**config.mk**
```make
export PLATFORM = sky130hd
export DESIGN_NAME = seq_divider
export DESIGN_NICKNAME = d
export VERILOG_FILES = /design/src/rtl/seq_divider_pkg.sv /design/src/rtl/div_trial_sub.sv /design/src/rtl/seq_divider.sv
export SDC_FILE = /design/constraint.sdc
export NUM_CORES = 1
export LEC_CHECK = 0
export CAP_MARGIN = 25
export CORE_MARGIN = 4
export CORE_UTILIZATION = 30
export CTS_CLUSTER_DIAMETER = 80
export DETAILED_ROUTE_END_ITERATION = 6
export HOLD_SLACK_MARGIN = 0.08
export PLACE_DENSITY = 0.6
export SLEW_MARGIN = 15
export SYNTH_ARGS = -nofsm -noshare
export SYNTH_HDL_FRONTEND = slang
export SYNTH_HIERARCHICAL = 1
export SYNTH_SLANG_ARGS = --single-unit
export TNS_END_PERCENT = 1
```
**constraint.sdc**
```tcl
create_clock -name clk -period 5.05 [get_ports clk]
set_input_delay 1.515 -clock clk [delete_from_list [all_inputs] [get_ports clk]]
set_output_delay 1.515 -clock clk [all_outputs]
set_load 0.02 [all_outputs]
```
**src/rtl/seq_divider_pkg.sv**
```systemverilog
// Shared definitions for the sequential divider.
//   state_t      : controller states (IDLE / RUN / DONE)
//   ERR_QUOTIENT : all-ones quotient reported on divide-by-zero or overflow;
//                  users slice the low WIDTH bits (WIDTH <= MAX_WIDTH)
package seq_divider_pkg;

  typedef enum logic [1:0] {
    S_IDLE = 2'd0,
    S_RUN  = 2'd1,
    S_DONE = 2'd2
  } state_t;

  localparam int unsigned MAX_WIDTH = 64;
  localparam logic [MAX_WIDTH-1:0] ERR_QUOTIENT = '1;

endpackage

```
**src/rtl/div_trial_sub.sv**
```systemverilog
// Trial subtraction for one restoring-division step.
//   minuend    : shifted partial remainder, WIDTH+1 bits
//   subtrahend : zero-extended divisor, WIDTH+1 bits
//   diff       : minuend - subtrahend (WIDTH+1 bits, wraps on borrow)
//   borrow     : 1 when minuend < subtrahend
module div_trial_sub #(
  parameter int unsigned WIDTH = 16
) (
  input  logic [WIDTH:0] minuend,
  input  logic [WIDTH:0] subtrahend,
  output logic [WIDTH:0] diff,
  output logic           borrow
);

  always_comb begin
    {borrow, diff} = {1'b0, minuend} - {1'b0, subtrahend};
  end

endmodule

```
**src/rtl/seq_divider.sv**
```systemverilog
// Sequential restoring divider: 2*WIDTH-bit dividend / WIDTH-bit divisor,
// one quotient bit per clock.
//   clk, rst              : rising-edge clock, synchronous active-high reset
//   start                 : request, accepted only in IDLE
//   dividend, divisor     : operands, latched on the accepting edge
//   busy                  : high while iterating
//   done                  : one-cycle pulse, results valid from this cycle
//   quotient, remainder   : results, held until the next completion
//   div_by_zero, overflow : error flags of the last operation
module seq_divider
  import seq_divider_pkg::*;
#(
  parameter int unsigned WIDTH = 16
) (
  input  logic               clk,
  input  logic               rst,
  input  logic               start,
  input  logic [2*WIDTH-1:0] dividend,
  input  logic [WIDTH-1:0]   divisor,
  output logic               busy,
  output logic               done,
  output logic [WIDTH-1:0]   quotient,
  output logic [WIDTH-1:0]   remainder,
  output logic               div_by_zero,
  output logic               overflow
);

  localparam int unsigned CW = (WIDTH > 1) ? $clog2(WIDTH) : 1;

  state_t         state, state_next;
  logic [WIDTH:0] rem;
  logic [WIDTH-1:0] q_sr;
  logic [WIDTH-1:0] dvsr;
  logic [CW-1:0]    cnt;

  logic [WIDTH-1:0] div_hi, div_lo;
  logic             err_zero, err_ovf, last_iter;
  logic [WIDTH:0]   trial_min, trial_diff, rem_next;
  logic             trial_borrow;
  logic [WIDTH-1:0] q_next;

  assign div_hi    = dividend[2*WIDTH-1:WIDTH];
  assign div_lo    = dividend[WIDTH-1:0];
  assign err_zero  = (divisor == '0);
  assign err_ovf   = !err_zero && (div_hi >= divisor);
  assign last_iter = (cnt == CW'(WIDTH-1));

  // The partial remainder always stays below the divisor, so its top bit is
  // never needed to form the next trial minuend.
  logic unused_rem_msb;
  assign unused_rem_msb = rem[WIDTH];

  assign trial_min = {rem[WIDTH-1:0], q_sr[WIDTH-1]};

  div_trial_sub #(.WIDTH(WIDTH)) u_trial (
    .minuend    (trial_min),
    .subtrahend ({1'b0, dvsr}),
    .diff       (trial_diff),
    .borrow     (trial_borrow)
  );

  assign rem_next = trial_borrow ? trial_min : trial_diff;
  assign q_next   = {q_sr[WIDTH-2:0], ~trial_borrow};

  always_ff @(posedge clk) begin
    if (rst) state <= S_IDLE;
    else     state <= state_next;
  end

  always_comb begin
    state_next = state;
    busy       = 1'b0;
    done       = 1'b0;
    unique case (state)
      S_IDLE: begin
        if (start) state_next = (err_zero || err_ovf) ? S_DONE : S_RUN;
      end
      S_RUN: begin
        busy = 1'b1;
        if (last_iter) state_next = S_DONE;
      end
      S_DONE: begin
        done       = 1'b1;
        state_next = S_IDLE;
      end
      default: state_next = S_IDLE;
    endcase
  end

  always_ff @(posedge clk) begin
    if (rst) begin
      rem         <= '0;
      q_sr        <= '0;
      dvsr        <= '0;
      cnt         <= '0;
      quotient    <= '0;
      remainder   <= '0;
      div_by_zero <= 1'b0;
      overflow    <= 1'b0;
    end else begin
      unique case (state)
        S_IDLE: begin
          if (start) begin
            dvsr        <= divisor;
            cnt         <= '0;
            rem         <= {1'b0, div_hi};
            q_sr        <= div_lo;
            div_by_zero <= err_zero;
            overflow    <= err_ovf;
            // Error results are published immediately since DONE follows.
            if (err_zero || err_ovf) begin
              quotient  <= ERR_QUOTIENT[WIDTH-1:0];
              remainder <= div_lo;
            end
          end
        end
        S_RUN: begin
          rem  <= rem_next;
          q_sr <= q_next;
          cnt  <= cnt + CW'(1);
          if (last_iter) begin
            quotient  <= q_next;
            remainder <= rem_next[WIDTH-1:0];
          end
        end
        default: ;
      endcase
    end
  end

endmodule
```
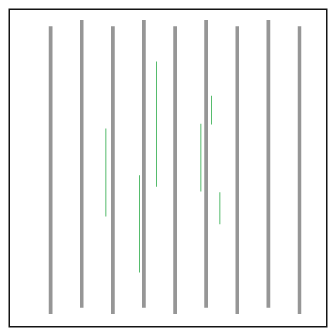
(run_1/layer_met4.png)
Supply wires on this layer in grey.
3 nets have wire on it. The longest straight run is 54.4 um.
routed via count: 4720
WL final: 14960 um

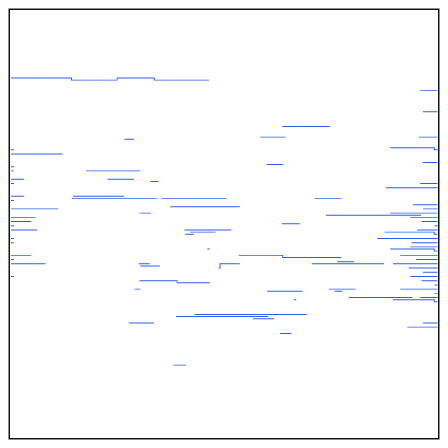
(run_1/layer_met3.png)
The layer holds 5.9% of the routed length. The layer carries 878 um of wire. The wires run mostly horizontal. The longest straight run is 35.9 um. 76 nets have wire on it.

==> deck_impl_summary.md, run 1 <==
Implementation Results

Status
  • Result of the run: finished clean

Critical path
  • Timing startpoint of the critical path: divisor[15]
  • Required time of the critical path: 5340 ps
  • Longest individual stage delay on the worst path: 570 ps
  • Cell depth of the worst setup path: 9
  • Endpoint kind of the worst setup timing path: flop
  • Bufs and invs on worst path: 2
  • Crit path to: quotient[10]$_SDFFE_PP0P_
  • Peak fanout along the critical path: 16
  • Library cell contributing the largest single delay on the critical path: sky130_fd_sc_hd__clkdlybuf4s50_1
  • CP cell instances: clkdlybuf4s50_1, inv_1, ha_1, nand4_1, nor3_1, nor4b_2, nor4_4, nor2_2, o21a_1
  • Type of the worst setup path: in -> reg
  • R2r setup slk: 1510 ps
  • RR Endpoint: remainder[9]$_SDFFE_PP0P_
  • CP delay by family, top: simple AND/OR/NAND/NOR gates
  • Kind of start point of the critical path: primary input
  • Cell depth of the worst flop-to-flop path: 12
  • Data arrival time of the critical path: 4140 ps
  • Reg-to-Reg Start: dvsr[4]$_SDFFE_PP0P_

Clock network
  • Clock transition time at the flip-flop clock pins of the worst setup and hold paths: 70 ps
  • H-tree Lvls: 3
  • Buffer levels on the longest clock path: 2
  • Root Driver: sky130_fd_sc_hd__clkbuf_16
  • Number of buffers created by CTS: 9
  • CTS tree: done
  • Clk ins delay skew pair: 350 ps
  • Clock Sink Count: 88
  • CTS hold repair buffers: 0
  • Post-cts resize count: 0
  • Setup Fix Bufs, Post-CTS: 0

Placement
  • Port Buffers: 86
  • Area post-placement: 6102 sq um
  • Place WS: 816.6 ps
  • Total half-perimeter wirelength after legalization and detailed placement: 11070 um
  • Weighted congestion at the end of routability-driven global placement: 0.8052
  • Placed Cells incl. Taps: 919

Route
  • Top layer reached by signal wires: met4
  • Antenna violation net count after detailed routing: 0
  • Iteration-0 DRC Markers: 371
  • Detail-routed net length per standard cell: 16.00 um
  • Sum of met2 wire segment lengths after detailed routing: 6667 um
  • Post-detailed-route DRC marker count: 0
  • Vias per std cell: 5.048
  • Met3 Wirelength: 878 um
  • Met1 WL: 7228 um
  • TritonRoute pass-1 iters: 5

Worst hold path
  • Worst Hold Depth: 2
  • Worst hold-check path type: reg -> reg
  • Min-Delay Startpoint: dvsr[14]$_SDFFE_PP0P_
  • Worst-case hold path end point: dvsr[14]$_SDFFE_PP0P_

Final timing
  • Max Clock Skew: 5.727 ps
  • Least-Margin Pin Slew: 981.4 ps
  • Final worst hold slack: 457.0 ps
  • Final setup violation count: 0
  • Time the final worst path needs with I/O delays and setup: 3842 ps
  • Final Hold Fails: 0
  • Final Worst Setup Slack: 1208 ps
  • Sum of negative setup slack: 0 ps
  • Unrepaired setup endpoints after global routing: false
  • Relative slew slack: 34.57%
  • Final Max Tran Viols: 0
  • Maximum clock frequency: 0.2603 GHz
  • Final period utilization: 76.07%

Finish
  • Net count, final: 796
  • Final core utilization: 38.67%
  • Count of inverters not on the clock network in the layout: 39
  • Storage cell area: 1762 sq um
  • Area of combinational cells with multiple inputs: 3003 sq um
  • Signal buf overhead: 14.33%
  • Multi-input gate share of total cell area: 46.99%
  • Non-clock buffer count in the final layout: 94
  • Most common logic cells in the final layout: 105 x sky130_fd_sc_hd__nand2_1, 88 x sky130_fd_sc_hd__dfxtp_1, 85 x sky130_fd_sc_hd__clkdlybuf4s50_1
  • Fill count: 1724
  • Fraction of area in registers: 27.57%
  • N_diodes: 0
  • Synth-to-Final Area Change: 26.35%
  • Cell class ranked first by area: multi-input combinational cells
  • Finished Layout Cells: 935
  • Flip-flops: 88
  • Post-Layout Inst Area: 6390 sq um
  • Dominant logic cell type in the layout: sky130_fd_sc_hd__nand2_1
  • ClkCell Share: 4.504%
  • Multi-Input Combinational: 478
  • Layout cells sized above 1: 5.035%
  • Count of clock buffers in the final design: 9

Global routing
  • Global-route wire length before repair: 23850 um
  • Via count of the first global-routing pass: 4394
  • Met1 layer usage reported by global route: 23.03%
  • Largest net degree at the start of global routing: 68
  • Residual overflow from global routing: 0
  • Met3 Usage GRT: 3.214%
  • Antenna violations before repair: 0
  • All-Layer GR Usage: 16.16%
  • Grt peak-use layer: met2

Floorplanning
  • Chip Height: 137.8 um
  • Area enclosed by the die boundary: 19000 sq um
  • Top-level I/O count: 87
  • FP Core Util: 30.60%
  • Width of the die: 137.8 um
  • Tap Count: 220
  • Area of the core region: 16520 sq um
  • Number of rows in the core area: 47

Synthesis
  • Number of nets at floorplan: 731
  • Yosys Warn Count: 6
  • Post-Syn Instances: 645
  • Average cell area after synthesis: 7.841 sq um
  • Netlist area before placement: 5057 sq um

Job
  • Number of warning messages in the logs: 26
  • Max-capacitance violation count: 0

Power and ir drop
  • Clock network power: 0.000665 W
  • Biggest power consumer among the groups: combinational logic
  • Worst VDD drop: 0.1897 mV
  • Power in sequential cells: 0.000843 W
  • Total power divided by cell area: 376.6 nW/um^2
  • Combinational fraction of design power: 37.3%
  • Clock network fraction of total power: 27.6%
  • Total power: 0.002407 W
  • Sw Share: 36.77%
  • Power spent charging and discharging nets: 0.0008848 W
  • Static leakage: 2.535 nW
  • Cell internal pwr: 0.001522 W
  • Combinational logic power: 0.000898 W
  • Sequential share of power: 35.0%
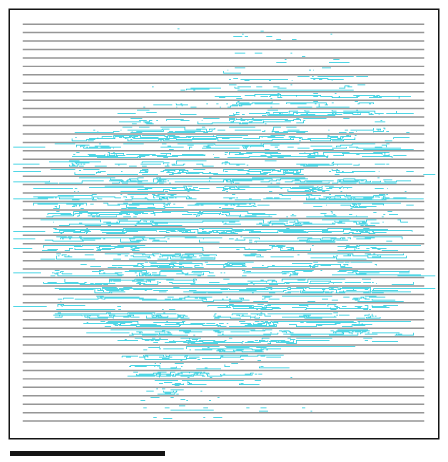
(run_1/layer_met1.png)
The bar under the picture is 50 um long. Supply wires on this layer in grey.
The layer holds 48% of the routed length. The layer carries 7230 um of wire. 717 nets have wire on it. The longest straight run is 46.5 um. The wires run mostly horizontal.

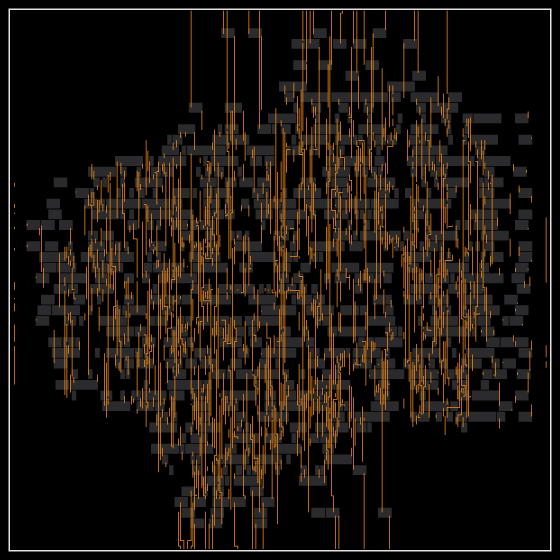
(run_1/layer_met2.png)
The layer holds 45% of the routed length. The wires run mostly vertical. 632 nets have wire on it.
met2 track utilization from global routing: 24.95%

## Run 2: what changed since run 1
clock period = 3.9 ns   (was 5.05 ns; I/O delays follow)
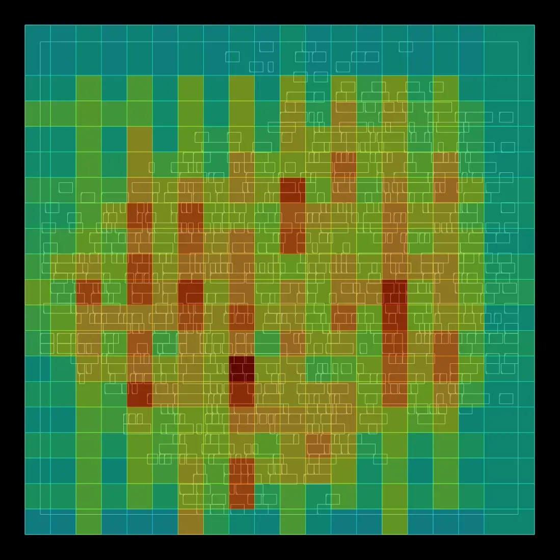
(run_2/congestion.png)
detail-routed net length per standard cell: 15.70 um
met2 track utilization from global routing: 24.27%

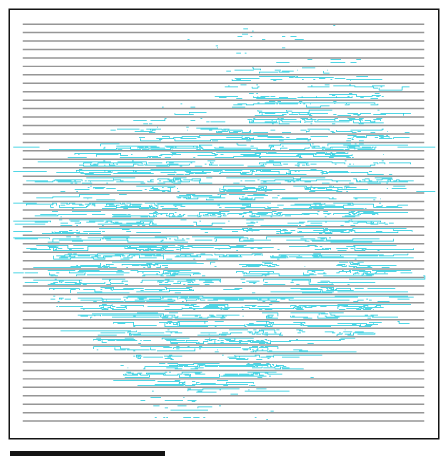
(run_2/layer_met1.png)
The bar under the picture is 50 um long. Supply wires on this layer in grey.
The layer holds 48% of the routed length. The wires run mostly horizontal. 730 nets have wire on it. The longest straight run is 49.9 um. The layer carries 7160 um of wire.

==> run 2 against run 1 <==
Net effect: sequential cell count did not move; design area increased by 0.94%; via count decreased by 1.3%; critical endpoint unchanged.
==> deck_impl_summary.md, run 2 <==
Implementation Results

Status
  • Result of the run: finished clean

Finish
  • Final core utilization: 39.03% (+0.36 points)
  • Signal buf overhead: 15.01% (+0.68 points)
  • Multi-Input Combinational: 478 (unchanged)
  • Flip-flops: 88 (unchanged)
  • Cell class ranked first by area: multi-input combinational cells
  • Post-Layout Inst Area: 6450 sq um (+0.94%)
  • Area of combinational cells with multiple inputs: 3003 sq um (unchanged)
  • Count of inverters not on the clock network in the layout: 39 (unchanged)
  • N_diodes: 0 (unchanged)
  • Count of clock buffers in the final design: 9 (unchanged)
  • Layout cells sized above 1: 5.956% (+0.92 points)
  • ClkCell Share: 4.578% (+0.074 points)
  • Fraction of area in registers: 27.31% (-0.26 points)
  • Dominant logic cell type in the layout: sky130_fd_sc_hd__nand2_1
  • Storage cell area: 1762 sq um (unchanged)
  • Fill count: 1724 (unchanged)
  • Non-clock buffer count in the final layout: 101 (+7.4%)
  • Most common logic cells in the final layout: 105 x sky130_fd_sc_hd__nand2_1, 88 x sky130_fd_sc_hd__dfxtp_1, 85 x sky130_fd_sc_hd__clkdlybuf4s50_1
  • Multi-input gate share of total cell area: 46.56% (-0.44 points)
  • Synth-to-Final Area Change: 27.54%

Critical path
  • Library cell contributing the largest single delay on the critical path: sky130_fd_sc_hd__clkdlybuf4s50_1
  • Peak fanout along the critical path: 16 (unchanged)
  • Cell depth of the worst flop-to-flop path: 12 (unchanged)
  • CP delay by family, top: simple AND/OR/NAND/NOR gates
  • Type of the worst setup path: in -> reg
  • Data arrival time of the critical path: 3760 ps (-380 ps)
  • Crit path to: quotient[10]$_SDFFE_PP0P_
  • Endpoint kind of the worst setup timing path: flop
  • Cell depth of the worst setup path: 9 (unchanged)
  • Kind of start point of the critical path: primary input
  • R2r setup slk: 520 ps (-990 ps)
  • Timing startpoint of the critical path: divisor[15]
  • Bufs and invs on worst path: 2 (unchanged)

Clock network
  • Post-cts resize count: 0 (unchanged)
  • Clock Sink Count: 88 (unchanged)
  • CTS hold repair buffers: 0 (unchanged)
  • Clk ins delay skew pair: 350 ps (about the same)
  • CTS tree: done
  • Buffer levels on the longest clock path: 2 (unchanged)
  • Number of buffers created by CTS: 9 (unchanged)
  • Root Driver: sky130_fd_sc_hd__clkbuf_16
  • Setup Fix Bufs, Post-CTS: 0 (unchanged)
  • H-tree Lvls: 3 (unchanged)

Placement
  • Area post-placement: 6155 sq um (+0.86%)
  • Port Buffers: 86 (unchanged)
  • Total half-perimeter wirelength after legalization and detailed placement: 10920 um (-1.4%)
  • Weighted congestion at the end of routability-driven global placement: 0.8270 (+2.7%)
  • Placed Cells incl. Taps: 926 (+0.76%)
  • Place WS: -7.671 ps (-824.3 ps)

Synthesis
  • Netlist area before placement: 5057 sq um (unchanged)
  • Average cell area after synthesis: 7.841 sq um (unchanged)
  • Yosys Warn Count: 6 (unchanged)
  • Post-Syn Instances: 645 (unchanged)

Final timing
  • Max Clock Skew: 8.160 ps (+2.433 ps)
  • Final Hold Fails: 0 (unchanged)
  • Relative slew slack: 41.82% (+7.3 points)
  • Final period utilization: 88.95%
  • Final setup violation count: 0 (unchanged)
  • Final worst hold slack: 455.2 ps (-1.793 ps)
  • Final Worst Setup Slack: 431.1 ps (-777.4 ps)
  • Final Max Tran Viols: 0 (unchanged)
  • Sum of negative setup slack: 0 ps (unchanged)
  • Least-Margin Pin Slew: 872.7 ps (-108.8 ps)

Power and ir drop
  • Cell internal pwr: 0.001983 W (+30%)
  • Power in sequential cells: 0.00109 W (+29%)
  • Sequential share of power: 34.8% (-0.2 points)
  • Biggest power consumer among the groups: combinational logic
  • Sw Share: 36.63% (-0.14 points)
  • Clock network power: 0.000867 W (+30%)
  • Power spent charging and discharging nets: 0.001146 W (+30%)
  • Clock network fraction of total power: 27.7% (about the same)
  • Combinational logic power: 0.00117 W (+30%)
  • Combinational fraction of design power: 37.5% (+0.2 points)
  • Total power: 0.003129 W (+30%)

Worst hold path
  • Worst hold-check path type: reg -> reg
  • Worst Hold Depth: 2 (unchanged)
  • Min-Delay Startpoint: dvsr[9]$_SDFFE_PP0P_
  • Worst-case hold path end point: dvsr[9]$_SDFFE_PP0P_

Floorplanning
  • Tap Count: 220 (unchanged)
  • Number of rows in the core area: 47 (unchanged)
  • Width of the die: 137.8 um (unchanged)
  • Area enclosed by the die boundary: 19000 sq um (unchanged)
  • Area of the core region: 16520 sq um (unchanged)
  • Chip Height: 137.8 um (unchanged)
  • Top-level I/O count: 87 (unchanged)
  • FP Core Util: 30.60% (unchanged)

Global routing
  • Via count of the first global-routing pass: 4404 (+0.23%)
  • Met3 Usage GRT: 3.104% (-0.11 points)
  • Met1 layer usage reported by global route: 22.99% (-0.043 points)
  • Largest net degree at the start of global routing: 68 (unchanged)
  • All-Layer GR Usage: 15.99% (-0.16 points)
  • Antenna violations before repair: 0 (unchanged)
  • Grt peak-use layer: met2

Route
  • Vias per std cell: 4.944 (-2.1%)
  • Met3 Wirelength: 976 um (+11%)
  • Top layer reached by signal wires: met4
  • Iteration-0 DRC Markers: 305 (-18%)
  • Met1 WL: 7161 um (-0.93%)
  • Post-detailed-route DRC marker count: 0 (unchanged)
  • Sum of met2 wire segment lengths after detailed routing: 6397 um (-4.0%)

Job
  • Number of warning messages in the logs: 26 (unchanged)
  • Max-capacitance violation count: 0 (unchanged)
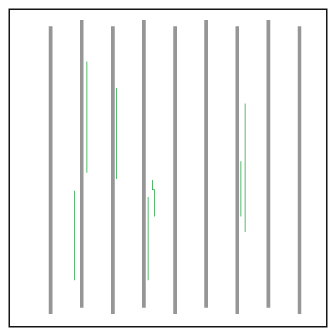
(run_2/layer_met4.png)
Supply wires on this layer in grey.
The layer holds 1.8% of the routed length. The longest straight run is 55.8 um. The wires run mostly vertical.
WL final: 14790 um
routed via count: 4657

## Run 3: what changed since run 2
CAP_MARGIN = 0   (was 25)
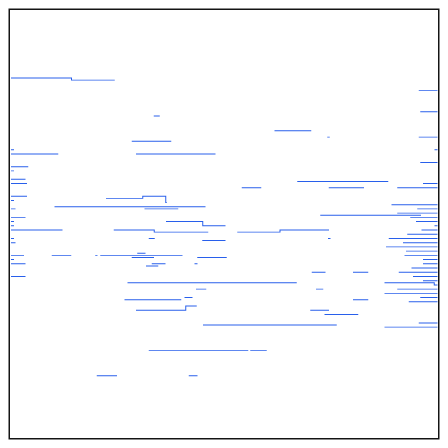
(run_3/layer_met3.png)
The wires run mostly horizontal. 78 nets have wire on it.
met3 Usage GRT: 3.104%

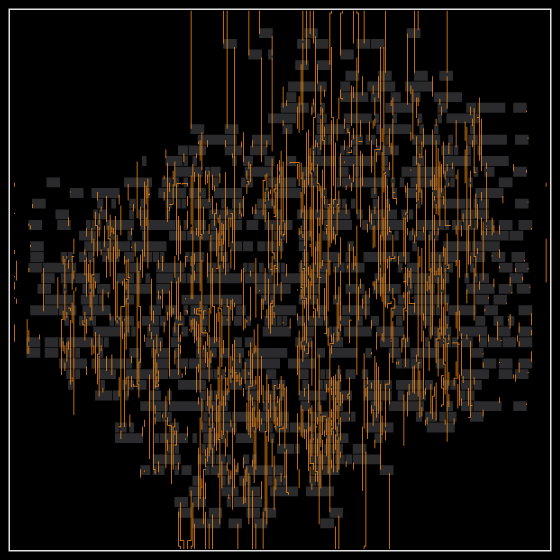
(run_3/layer_met2.png)
623 nets have wire on it. The layer holds 43% of the routed length.

==> run 3 against run 2 <==
Net effect: largest cell class unchanged; synthesized area unchanged; highest routed layer unchanged; critical endpoint unchanged; fmax stayed put; largest power group unchanged; final cell count unchanged; global-route usage unchanged; synthesized cell count is the same; register-to-register slack is essentially flat; sequential power is essentially flat; routed wire length stayed put; combinational power about the same.
==> deck_impl_summary.md, run 3 <==
Implementation Results

Synthesis
  • Yosys Warn Count: 6 (unchanged)
  • Average cell area after synthesis: 7.841 sq um (unchanged)
  • Post-Syn Instances: 645 (unchanged)
  • Netlist area before placement: 5057 sq um (unchanged)
  • Number of nets at floorplan: 731

Finish
  • Flip-flops: 88 (unchanged)
  • Storage cell area: 1762 sq um (unchanged)
  • ClkCell Share: 4.578% (unchanged)
  • Count of inverters not on the clock network in the layout: 39 (unchanged)
  • Fraction of area in registers: 27.31% (unchanged)
  • Post-Layout Inst Area: 6450 sq um (unchanged)
  • N_diodes: 0 (unchanged)
  • Cell class ranked first by area: multi-input combinational cells
  • Multi-input gate share of total cell area: 46.56% (unchanged)
  • Layout cells sized above 1: 5.956% (unchanged)
  • Count of clock buffers in the final design: 9 (unchanged)
  • Fill count: 1724 (unchanged)
  • Dominant logic cell type in the layout: sky130_fd_sc_hd__nand2_1
  • Non-clock buffer count in the final layout: 101 (unchanged)
  • Synth-to-Final Area Change: 27.54% (unchanged)
  • Most common logic cells in the final layout: 105 x sky130_fd_sc_hd__nand2_1, 88 x sky130_fd_sc_hd__dfxtp_1, 85 x sky130_fd_sc_hd__clkdlybuf4s50_1
  • Multi-Input Combinational: 478 (unchanged)
  • Net count, final: 803
  • Area of combinational cells with multiple inputs: 3003 sq um (unchanged)
  • Finished Layout Cells: 942
  • Signal buf overhead: 15.01% (unchanged)

Clock network
  • Setup Fix Bufs, Post-CTS: 0 (unchanged)
  • Clock Sink Count: 88 (unchanged)
  • Buffer levels on the longest clock path: 2 (unchanged)
  • H-tree Lvls: 3 (unchanged)
  • Clock transition time at the flip-flop clock pins of the worst setup and hold paths: 70 ps
  • Post-cts resize count: 0 (unchanged)
  • Clk ins delay skew pair: 350 ps (about the same)
  • CTS hold repair buffers: 0 (unchanged)
  • CTS tree: done
  • Root Driver: sky130_fd_sc_hd__clkbuf_16
  • Number of buffers created by CTS: 9 (unchanged)

Floorplanning
  • Area enclosed by the die boundary: 19000 sq um (unchanged)
  • FP Core Util: 30.60% (unchanged)
  • Area of the core region: 16520 sq um (unchanged)
  • Top-level I/O count: 87 (unchanged)
  • Chip Height: 137.8 um (unchanged)
  • Tap Count: 220 (unchanged)
  • Width of the die: 137.8 um (unchanged)
  • Number of rows in the core area: 47 (unchanged)

Job
  • Number of warning messages in the logs: 26 (unchanged)
  • Max-capacitance violation count: 0 (unchanged)

Power and ir drop
  • Power spent charging and discharging nets: 0.001146 W (unchanged)
  • Sw Share: 36.63% (unchanged)
  • Cell internal pwr: 0.001983 W (unchanged)
  • Biggest power consumer among the groups: combinational logic
  • Combinational fraction of design power: 37.5% (about the same)
  • Clock network power: 0.000867 W (about the same)
  • Sequential share of power: 34.8% (about the same)
  • Static leakage: 2.565 nW
  • Total power divided by cell area: 485.2 nW/um^2
  • Combinational logic power: 0.00117 W (about the same)
  • Total power: 0.003129 W (unchanged)
  • Power in sequential cells: 0.00109 W (about the same)
  • Clock network fraction of total power: 27.7% (about the same)
  • Worst VDD drop: 0.2810 mV

Final timing
  • Time the final worst path needs with I/O delays and setup: 3469 ps
  • Least-Margin Pin Slew: 872.7 ps (unchanged)
  • Final Worst Setup Slack: 431.1 ps (unchanged)
  • Final Hold Fails: 0 (unchanged)
  • Relative slew slack: 41.82% (unchanged)
  • Max Clock Skew: 8.160 ps (unchanged)
  • Maximum clock frequency: 0.2883 GHz
  • Final setup violation count: 0 (unchanged)
  • Final period utilization: 88.95% (unchanged)
  • Final worst hold slack: 455.2 ps (unchanged)
  • Sum of negative setup slack: 0 ps (unchanged)
  • Final Max Tran Viols: 0 (unchanged)
  • Unrepaired setup endpoints after global routing: false

Placement
  • Total half-perimeter wirelength after legalization and detailed placement: 10920 um (unchanged)
  • Weighted congestion at the end of routability-driven global placement: 0.8270 (unchanged)
  • Place WS: -7.671 ps (unchanged)
  • Port Buffers: 86 (unchanged)
  • Placed Cells incl. Taps: 926 (unchanged)
  • Area post-placement: 6155 sq um (unchanged)

Worst hold path
  • Worst Hold Depth: 2 (unchanged)
  • Worst-case hold path end point: dvsr[9]$_SDFFE_PP0P_
  • Worst hold-check path type: reg -> reg
  • Min-Delay Startpoint: dvsr[9]$_SDFFE_PP0P_

Global routing
  • Global-route wire length before repair: 23460 um
  • Antenna violations before repair: 0 (unchanged)
  • Residual overflow from global routing: 0
  • Via count of the first global-routing pass: 4404 (unchanged)
  • All-Layer GR Usage: 15.99% (unchanged)
  • Met1 layer usage reported by global route: 22.99% (unchanged)
  • Met2 track utilization from global routing: 24.27% (unchanged)
  • Largest net degree at the start of global routing: 68 (unchanged)

Critical path
  • Cell depth of the worst setup path: 9 (unchanged)
  • Crit path to: quotient[10]$_SDFFE_PP0P_
  • CP delay by family, top: simple AND/OR/NAND/NOR gates
  • R2r setup slk: 520 ps (about the same)
  • Bufs and invs on worst path: 2 (unchanged)
  • CP cell instances: clkdlybuf4s50_1, inv_1, ha_1, nand4_1, nor3_1, nor4b_2, nor4_4, nor2_2, o21a_1
  • RR Endpoint: remainder[4]$_SDFFE_PP0P_
  • Reg-to-Reg Start: dvsr[4]$_SDFFE_PP0P_
  • Kind of start point of the critical path: primary input
  • Longest individual stage delay on the worst path: 540 ps
  • Data arrival time of the critical path: 3760 ps (about the same)
  • Endpoint kind of the worst setup timing path: flop
  • Cell depth of the worst flop-to-flop path: 12 (unchanged)
  • Peak fanout along the critical path: 16 (unchanged)
  • Required time of the critical path: 4190 ps
  • Library cell contributing the largest single delay on the critical path: sky130_fd_sc_hd__clkdlybuf4s50_1
  • Type of the worst setup path: in -> reg
  • Timing startpoint of the critical path: divisor[15]

Status
  • Result of the run: finished clean

Route
  • Routed via count: 4657 (unchanged)
  • Antenna violation net count after detailed routing: 0
  • Met1 WL: 7161 um (unchanged)
  • Top layer reached by signal wires: met4
  • Post-detailed-route DRC marker count: 0 (unchanged)
  • WL final: 14790 um (unchanged)
  • TritonRoute pass-1 iters: 4
  • Sum of met2 wire segment lengths after detailed routing: 6397 um (unchanged)
  • Vias per std cell: 4.944 (unchanged)
  • Iteration-0 DRC Markers: 305 (unchanged)
  • Met3 Wirelength: 976 um (unchanged)
  • Detail-routed net length per standard cell: 15.70 um (unchanged)
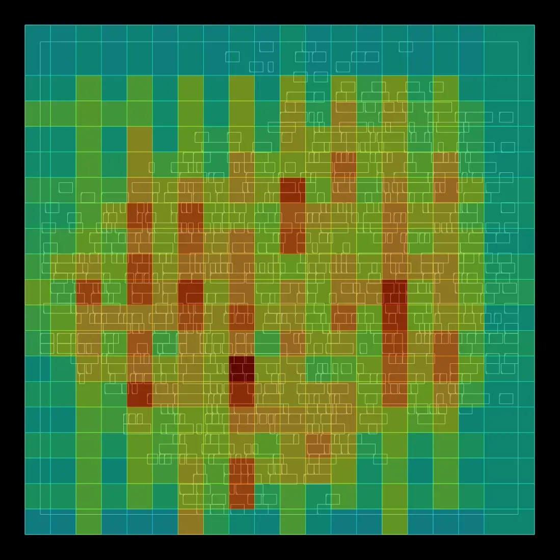
(run_3/congestion.png)
final core utilization: 39.03%
grt peak-use layer: met2

Power and IR drop assume default switching activity.
